Fig. 1: cell area per tile
Bar = 100 µm. The die is cut into 26 by 18 equal tiles; black is low, pale yellow is high, 0 to 100% covered.
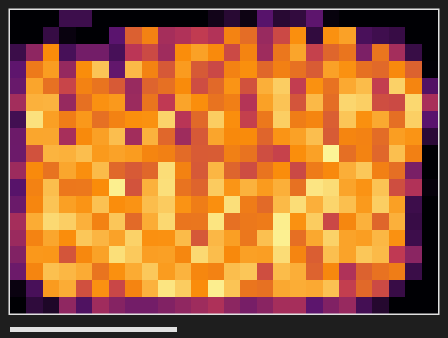
Fig. 2: wire density map
Bar = 100 µm. The die is cut into 26 by 18 equal tiles; black is low, pale yellow is high, scaled to the fullest tile. Values are wire area over tile area, all layers added.
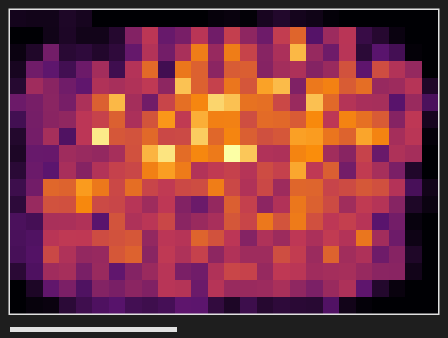
Fig. 3: signal wires on met2
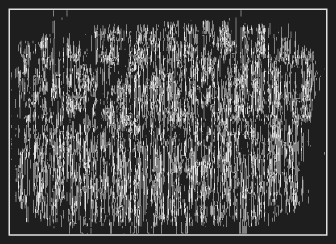
Fig. 4: track usage over the die
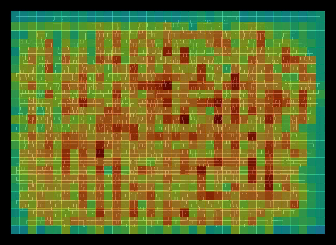
Fig. 5: signal wires on met1
Bar = 100 µm.
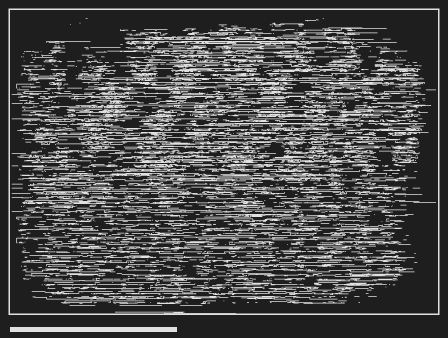
===== src/rtl/out_display_pkg.sv =====
// Shared types and constants for the scanned 7-segment output display.
package out_display_pkg;

    // Segment patterns for hex digits 0..F (bit0=a .. bit6=g, bit7=dp).
    localparam logic [15:0][7:0] SEG_TABLE = {
        8'h71, 8'h79, 8'h5E, 8'h39, 8'h7C, 8'h77, 8'h6F, 8'h7F,
        8'h07, 8'h7D, 8'h6D, 8'h66, 8'h4F, 8'h5B, 8'h06, 8'h3F
    };

    localparam logic [7:0] SEG_BLANK = 8'h00;
    localparam logic [7:0] SEG_DASH  = 8'h40;

    typedef enum logic [2:0] {
        ST_IDLE   = 3'd0,
        ST_LOAD   = 3'd1,
        ST_SHIFT1 = 3'd2,
        ST_SHIFT2 = 3'd3,
        ST_COMMIT = 3'd4
    } state_e;

    // Five BCD digits of a 16-bit value; index 0 is the units digit.
    typedef logic [4:0][3:0] bcd5_t;

endpackage


===== src/rtl/out_scan_display_bcd.sv =====
// 16-bit sequential double-dabble converter. The start cycle performs the
// first shift step on bin_i directly, so results are ready after 16 edges.
module bin_to_bcd_seq
    import out_display_pkg::*;
(
    input  logic        clock_i,
    input  logic        reset_i,
    input  logic        start_i,
    input  logic [15:0] bin_i,
    output bcd5_t       bcd_o,
    output logic        done_o
);

    logic [35:0] sr_q;
    logic [3:0]  left_q;
    logic        done_q;
    logic [35:0] step_s;

    // One double-dabble iteration: add 3 to every digit >= 5, then shift left.
    function automatic logic [35:0] dd_step(input logic [35:0] v);
        logic [35:0] t;
        t = v;
        for (int d = 0; d < 5; d++) begin
            if (t[16 + 4*d +: 4] >= 4'd5) begin
                t[16 + 4*d +: 4] = t[16 + 4*d +: 4] + 4'd3;
            end else begin
                t[16 + 4*d +: 4] = t[16 + 4*d +: 4];
            end
        end
        return {t[34:0], 1'b0};
    endfunction

    // Next shift-register value, seeded from bin_i on a start pulse.
    always_comb begin
        step_s = '0;
        if (start_i) begin
            step_s = dd_step({20'd0, bin_i});
        end else begin
            step_s = dd_step(sr_q);
        end
    end

    // Shift register, remaining-step counter and done flag.
    always_ff @(posedge clock_i) begin
        if (reset_i) begin
            sr_q   <= 36'd0;
            left_q <= 4'd0;
            done_q <= 1'b0;
        end else if (start_i) begin
            sr_q   <= step_s;
            left_q <= 4'd15;
            done_q <= 1'b0;
        end else if (left_q != 4'd0) begin
            sr_q   <= step_s;
            left_q <= left_q - 4'd1;
            done_q <= (left_q == 4'd1);
        end else begin
            sr_q   <= sr_q;
            left_q <= left_q;
            done_q <= done_q;
        end
    end

    assign bcd_o  = sr_q[35:16];
    assign done_o = done_q;

endmodule


===== src/rtl/out_scan_display.sv =====
// Slot-based processor output display: stores value pairs, renders the paged
// slot in hex or blanked decimal, and scans it onto a 7-segment bank.
module out_scan_display
    import out_display_pkg::*;
#(
    parameter int NUM_SLOTS  = 8,
    parameter int SEL_W      = 3,
    parameter int NUM_DIGITS = 8,
    parameter int SCAN_DIV   = 4000,
    parameter int ACTIVE_LOW = 0
) (
    input  logic                  clock,
    input  logic                  reset,
    input  logic                  wr_en,
    input  logic [SEL_W-1:0]      wr_sel,
    input  logic [15:0]           wr_val1,
    input  logic [15:0]           wr_val2,
    input  logic                  wr_dec,
    input  logic [SEL_W-1:0]      page,
    output logic [7:0]            seg,
    output logic [NUM_DIGITS-1:0] seg_sel,
    output logic                  busy
);

    localparam int D     = NUM_DIGITS / 2;
    localparam int CNT_W = $clog2(SCAN_DIV);
    localparam int IDX_W = $clog2(NUM_DIGITS);
    localparam logic [SEL_W:0] NUM_SLOTS_W = (SEL_W+1)'(NUM_SLOTS);

    logic [15:0] slot_val1_q [NUM_SLOTS];
    logic [15:0] slot_val2_q [NUM_SLOTS];
    logic        slot_dec_q  [NUM_SLOTS];

    state_e                     state_q;
    logic                       dirty_q;
    logic                       busy_q;
    logic [3:0]                 cnt_q;
    logic [SEL_W-1:0]           page_prev_q;
    logic [15:0]                snap_val1_q;
    logic [15:0]                snap_val2_q;
    logic                       snap_dec_q;
    logic                       snap_valid_q;
    bcd5_t                      bcd1_q;
    logic [NUM_DIGITS-1:0][7:0] buf_q;

    logic [CNT_W-1:0]           scan_cnt_q;
    logic [IDX_W-1:0]           idx_q;
    logic [7:0]                 seg_q;
    logic [NUM_DIGITS-1:0]      seg_sel_q;

    logic                       wr_ok_s;
    logic                       page_ok_s;
    logic                       trigger_s;
    logic                       conv_start_s;
    bcd5_t                      conv_bcd_s;
    logic                       conv_done_s;
    logic [NUM_DIGITS-1:0][7:0] render_s;
    logic [19:0]                val_ext_s;
    bcd5_t                      bcd_s;
    logic                       ovf_s;
    logic                       lead_s;
    logic [7:0]                 digit_s;

    assign wr_ok_s      = ({1'b0, wr_sel} < NUM_SLOTS_W);
    assign page_ok_s    = ({1'b0, page} < NUM_SLOTS_W);
    assign trigger_s    = (wr_en && (wr_sel == page)) || (page != page_prev_q);
    assign conv_start_s = ((state_q == ST_SHIFT1) || (state_q == ST_SHIFT2)) && (cnt_q == 4'd0);

    bin_to_bcd_seq u_bcd (
        .clock_i (clock),
        .reset_i (reset),
        .start_i (conv_start_s),
        .bin_i   ((state_q == ST_SHIFT2) ? snap_val2_q : snap_val1_q),
        .bcd_o   (conv_bcd_s),
        .done_o  (conv_done_s)
    );

    // Slot storage written by the processor; out-of-range selects are dropped.
    always_ff @(posedge clock) begin
        if (reset) begin
            for (int i = 0; i < NUM_SLOTS; i++) begin
                slot_val1_q[i] <= 16'd0;
                slot_val2_q[i] <= 16'd0;
                slot_dec_q[i]  <= 1'b0;
            end
        end else if (wr_en && wr_ok_s) begin
            slot_val1_q[wr_sel] <= wr_val1;
            slot_val2_q[wr_sel] <= wr_val2;
            slot_dec_q[wr_sel]  <= wr_dec;
        end
    end

    // Render the snapshot into segment codes; upper half = val1, lower = val2.
    always_comb begin
        render_s  = '0;
        val_ext_s = 20'd0;
        bcd_s     = '0;
        ovf_s     = 1'b0;
        lead_s    = 1'b1;
        digit_s   = SEG_BLANK;
        for (int h = 0; h < 2; h++) begin
            val_ext_s = (h == 1) ? {4'h0, snap_val1_q} : {4'h0, snap_val2_q};
            bcd_s     = (h == 1) ? bcd1_q : conv_bcd_s;
            ovf_s     = 1'b0;
            for (int j = 0; j < 5; j++) begin
                if ((j >= D) && (bcd_s[j] != 4'h0)) begin
                    ovf_s = 1'b1;
                end else begin
                    ovf_s = ovf_s;
                end
            end
            lead_s = 1'b1;
            for (int i = D - 1; i >= 0; i--) begin
                if (bcd_s[i] != 4'h0) begin
                    lead_s = 1'b0;
                end else begin
                    lead_s = lead_s;
                end
                if (!snap_valid_q) begin
                    digit_s = SEG_BLANK;
                end else if (!snap_dec_q) begin
                    digit_s = SEG_TABLE[val_ext_s[4*i +: 4]];
                end else if (ovf_s) begin
                    digit_s = SEG_DASH;
                end else if (lead_s && (i != 0)) begin
                    digit_s = SEG_BLANK;
                end else begin
                    digit_s = SEG_TABLE[bcd_s[i]];
                end
                render_s[h*D + i] = digit_s;
            end
        end
    end

    // Conversion FSM: dirty tracking, snapshot, BCD sequencing and buffer commit.
    always_ff @(posedge clock) begin
        if (reset) begin
            state_q      <= ST_IDLE;
            dirty_q      <= 1'b1;
            busy_q       <= 1'b0;
            cnt_q        <= 4'd0;
            page_prev_q  <= page;
            snap_val1_q  <= 16'd0;
            snap_val2_q  <= 16'd0;
            snap_dec_q   <= 1'b0;
            snap_valid_q <= 1'b0;
            bcd1_q       <= '0;
            buf_q        <= '0;
        end else begin
            page_prev_q <= page;
            case (state_q)
                ST_IDLE: begin
                    dirty_q <= trigger_s;
                    if (dirty_q) begin
                        state_q <= ST_LOAD;
                        busy_q  <= 1'b1;
                    end else begin
                        busy_q  <= 1'b0;
                    end
                end
                ST_LOAD: begin
                    dirty_q      <= dirty_q | trigger_s;
                    snap_valid_q <= page_ok_s;
                    snap_val1_q  <= page_ok_s ? slot_val1_q[page] : 16'd0;
                    snap_val2_q  <= page_ok_s ? slot_val2_q[page] : 16'd0;
                    snap_dec_q   <= page_ok_s ? slot_dec_q[page]  : 1'b0;
                    cnt_q        <= 4'd0;
                    if (page_ok_s && slot_dec_q[page]) begin
                        state_q <= ST_SHIFT1;
                    end else begin
                        state_q <= ST_COMMIT;
                    end
                end
                ST_SHIFT1: begin
                    dirty_q <= dirty_q | trigger_s;
                    cnt_q   <= cnt_q + 4'd1;
                    if (cnt_q == 4'd15) begin
                        state_q <= ST_SHIFT2;
                    end else begin
                        state_q <= ST_SHIFT1;
                    end
                end
                ST_SHIFT2: begin
                    dirty_q <= dirty_q | trigger_s;
                    cnt_q   <= cnt_q + 4'd1;
                    if ((cnt_q == 4'd0) && conv_done_s) begin
                        bcd1_q <= conv_bcd_s;
                    end else begin
                        bcd1_q <= bcd1_q;
                    end
                    if (cnt_q == 4'd15) begin
                        state_q <= ST_COMMIT;
                    end else begin
                        state_q <= ST_SHIFT2;
                    end
                end
                ST_COMMIT: begin
                    dirty_q <= dirty_q | trigger_s;
                    buf_q   <= render_s;
                    state_q <= ST_IDLE;
                    busy_q  <= 1'b0;
                end
                default: begin
                    dirty_q <= 1'b1;
                    state_q <= ST_IDLE;
                    busy_q  <= 1'b0;
                end
            endcase
        end
    end

    // Digit scan: divider, digit index and registered pin values.
    always_ff @(posedge clock) begin
        if (reset) begin
            scan_cnt_q <= '0;
            idx_q      <= '0;
            seg_q      <= SEG_BLANK;
            seg_sel_q  <= {{(NUM_DIGITS-1){1'b0}}, 1'b1};
        end else begin
            seg_q     <= buf_q[idx_q];
            seg_sel_q <= {{(NUM_DIGITS-1){1'b0}}, 1'b1} << idx_q;
            if (scan_cnt_q == CNT_W'(SCAN_DIV - 1)) begin
                scan_cnt_q <= '0;
                if (idx_q == IDX_W'(NUM_DIGITS - 1)) begin
                    idx_q <= '0;
                end else begin
                    idx_q <= idx_q + {{(IDX_W-1){1'b0}}, 1'b1};
                end
            end else begin
                scan_cnt_q <= scan_cnt_q + {{(CNT_W-1){1'b0}}, 1'b1};
            end
        end
    end

    assign seg     = (ACTIVE_LOW != 0) ? ~seg_q : seg_q;
    assign seg_sel = (ACTIVE_LOW != 0) ? ~seg_sel_q : seg_sel_q;
    assign busy    = busy_q;

endmodule


===== config.mk =====
export PLATFORM = sky130hd
export DESIGN_NAME = out_scan_display
export DESIGN_NICKNAME = d
export VERILOG_FILES = /design/src/rtl/out_display_pkg.sv /design/src/rtl/out_scan_display_bcd.sv /design/src/rtl/out_scan_display.sv
export SDC_FILE = /design/constraint.sdc
export NUM_CORES = 1
export LEC_CHECK = 0
export ABC_CLOCK_PERIOD_IN_PS = 7500
export CAP_MARGIN = 30
export CORE_ASPECT_RATIO = 0.7
export CORE_MARGIN = 4
export CORE_UTILIZATION = 60
export CTS_CLUSTER_SIZE = 28
export DETAILED_ROUTE_END_ITERATION = 10
export HOLD_SLACK_MARGIN = 0.15
export PLACE_DENSITY = 0.77
export SKIP_CTS_REPAIR_TIMING = 1
export SLEW_MARGIN = 20
export SYNTH_ARGS = -nofsm -noshare
export SYNTH_HDL_FRONTEND = slang
export SYNTH_SLANG_ARGS = --single-unit

===== constraint.sdc =====
create_clock -name clock -period 7.5 [get_ports clock]
set_clock_uncertainty 0.2 [all_clocks]
set_input_delay 1.875 -clock clock [delete_from_list [all_inputs] [get_ports clock]]
set_output_delay 1.875 -clock clock [all_outputs]
set_load 0.02 [all_outputs]

==> flow_summary_export.csv <==
group,metric,value,unit
status,outcome,"completed",
synthesis,ys_types,82,
global_routing,antenna_found_initial,1,
place,port_buffers,57,
cells_and_area,fillers,3118,
floorplan,dieArea,46400,µm²
worst_setup_path,slowest_delay,0.79,ns
pwr,cellPowerDensity,272,nW/µm²
worst_hold_path,whs_path_depth,1,
synthesis,area_leaders,"edfxtp_1 (31%), dfxtp_1 (19%), mux4_2 (7.9%), and2_1 (6.7%), ha_1 (6.2%)",
job,max-cap-violations,0,
final_timing,worst_pin_slew,0.957,ns
synthesis,syn_avg_cell_area,11.0,µm²
cts,clk_pin_slew,0.06,ns
final_timing,finalHoldViolCount,0,
worst_setup_path,cp_slowest_cell,"a31oi_2",
synthesis,synthCells,2339,
worst_setup_path,arrival,4.57,ns
cts,cts_max_level,2,
final_timing,drv_slew,0,
worst_setup_path,critical_path.endpoint_type,"register",
final_timing,relSlewSlack,36.0,%
place,dp_slack,2.33,ns
worst_setup_path,required,7.76,ns
synthesis,synth_area,25800,µm²
place,dp_hpwl,42400,µm
global_routing,overflow,0,
route,antenna_left,0,
cells_and_area,nets,2500,
worst_setup_path,rr_startpoint,"state_q[2]",
worst_hold_path,hp-start,"scan_cnt_q[0]",
worst_setup_path,path_cells,"buf_6 > a31oi_2 > o21ai_0 > a21oi_1 > inv_1 > ha_1 > and3_1 > and3_1 > nor4_1",
worst_setup_path,r2r_slack,3.72,ns
job,warnings,127,
worst_setup_path,critPathMaxFanout,55,
worst_hold_path,holdPathEnd,"scan_cnt_q[0]",
cts,cts_buffers,49,
pwr,fin_total_pwr,7.75,mW
cells_and_area,final_layout_size_suffix_gt1_share,11.9,%
synthesis,ys_warn_count,0,
place,dpl-instance-area,26800,µm²
route,drc,0,
worst_setup_path,rr_worst_depth,9,
route,vias_per_cell,6.26,
final_timing,report.final.setup_viol,0,
final_timing,fmax,0.232,GHz
final_timing,period_needed,4.31,ns
floorplan,io_pins,59,
## Picture notes: Fig. 1
nearly empty tiles	8.1%
mean over tiles	60%
fullest tile	98%
emptiest ninth of the die	upper left
pre-placement core utilization: 60.8%
Layout Utilization: 67.2%
Placeable Area: 42400 µm²

## Picture notes: Fig. 2
fullest tile	0.59
mean over tiles	0.23
tiles over half the peak	33%
densest ninth of the die	centre
nearly empty tiles	8.5%
total track usage: 27.3%
total routed wirelength: 64600 µm
WL/cell: 22.1 µm

## Picture notes: Fig. 3
main direction	vertical
longest straight run	64.9 µm
wire length on this layer	28.3 mm
nets with wire on the layer	2055
share of all routed wire	44%
GR met2 Demand/Resource: 40.9%
vias: 18300

## Picture notes: Fig. 4
M3 GR Usage: 7.22%
GRT busiest layer: met2
met1 usage: 40.1%

## Picture notes: Fig. 5
longest straight run	74.5 µm
main direction	horizontal

==> how the worst max path moves through the flow <==
stage / startpoint / endpoint / slack (ns)
final: reset / register / 3.19
after global routing: reset / register / 2.93
after CTS: wr_sel[0] / slot_val1_q[5][7] / 2.92
after detailed placement: wr_sel[0] / slot_val1_q[5][7] / 2.33
after global placement: wr_sel[0] / slot_val2_q[5][4] / 2.48
after floorplan: wr_sel[1] / slot_dec_q[0] / 2.09
==> layer usage <==
layer	global-route usage, %	wire length (µm)	vias to the layer above	part of all wire (%)
li1	-	-	8371	-
met1	40.1	27900	8970	43
met2	40.9	28300	863	44
met4	6.82	1310	0	2.0
met5	0	0	-	0
met3	7.22	7040	98	11
==> per-stage QoR <==
step / util [%] / hold WS, ns / cells
2_1_floorplan: - / 0.220 / 2339
3_3_place_gp: 63.0 / 0.238 / 2823
3_5_place_dp: 63.2 / 0.245 / 2825
4_1_cts: 66.9 / 0.257 / 2914
5_1_grt: 67.2 / 0.287 / 2921
6_report: 67.2 / 0.257 / 2922
==> area by class of cell <==
class                   count  area share [%]
clock buffers              74            5.13
repair buffers             96            3.29
well taps                 552            2.42
diodes                      1         0.00878
multi-input cells        1586            42.3
clock inverters            15           0.487
flip-flops and latches    512            45.3
inverters                  86            1.13
==> worst max-delay path: cells and delay by family <==
family	cells	cell delay [ns]
buffers and inverters	2	0.39
AND-OR/OR-AND	3	1.46
AND/OR/NAND/NOR	3	0.58
adder cells (fa/ha/maj)	1	0.24
==> kinds of logic after synthesis <==
logic type,count (synthesis),synth area share [%]
xor gates and xnor gates,24,0.815
adders and majority gates,127,6.16
muxes,193,12.1
DFF,512,50.0
AOI/OAI and AO/OA,420,10.6
other,1,0.0145
buffers and inverters,241,3.71
and+or+nand+nor,821,16.6
==> cell usage in the layout, fill, tap and decap left out, drive strengths merged, types with 53 or more instances in the layout <==
master,synthesis,layout
and2,275,275
edfxtp,264,264
dfxtp,248,248
nor2,186,186
nand2,172,172
a21oi,136,136
ha,127,127
mux4,91,91
inv,86,87
mux2i,76,76
clkbuf,126,75
a211oi,71,71
o21ai,67,67
clkdlybuf4s50,0,53
==> report_power, final <==
group	switching [mW]	internal, mW	leakage, nW
clock	1.06	1.42	0.784
combinational	1.07	0.722	5.20
sequential	0.298	3.19	4.55
No activity file was given, so power comes from the tool's default toggle rates.
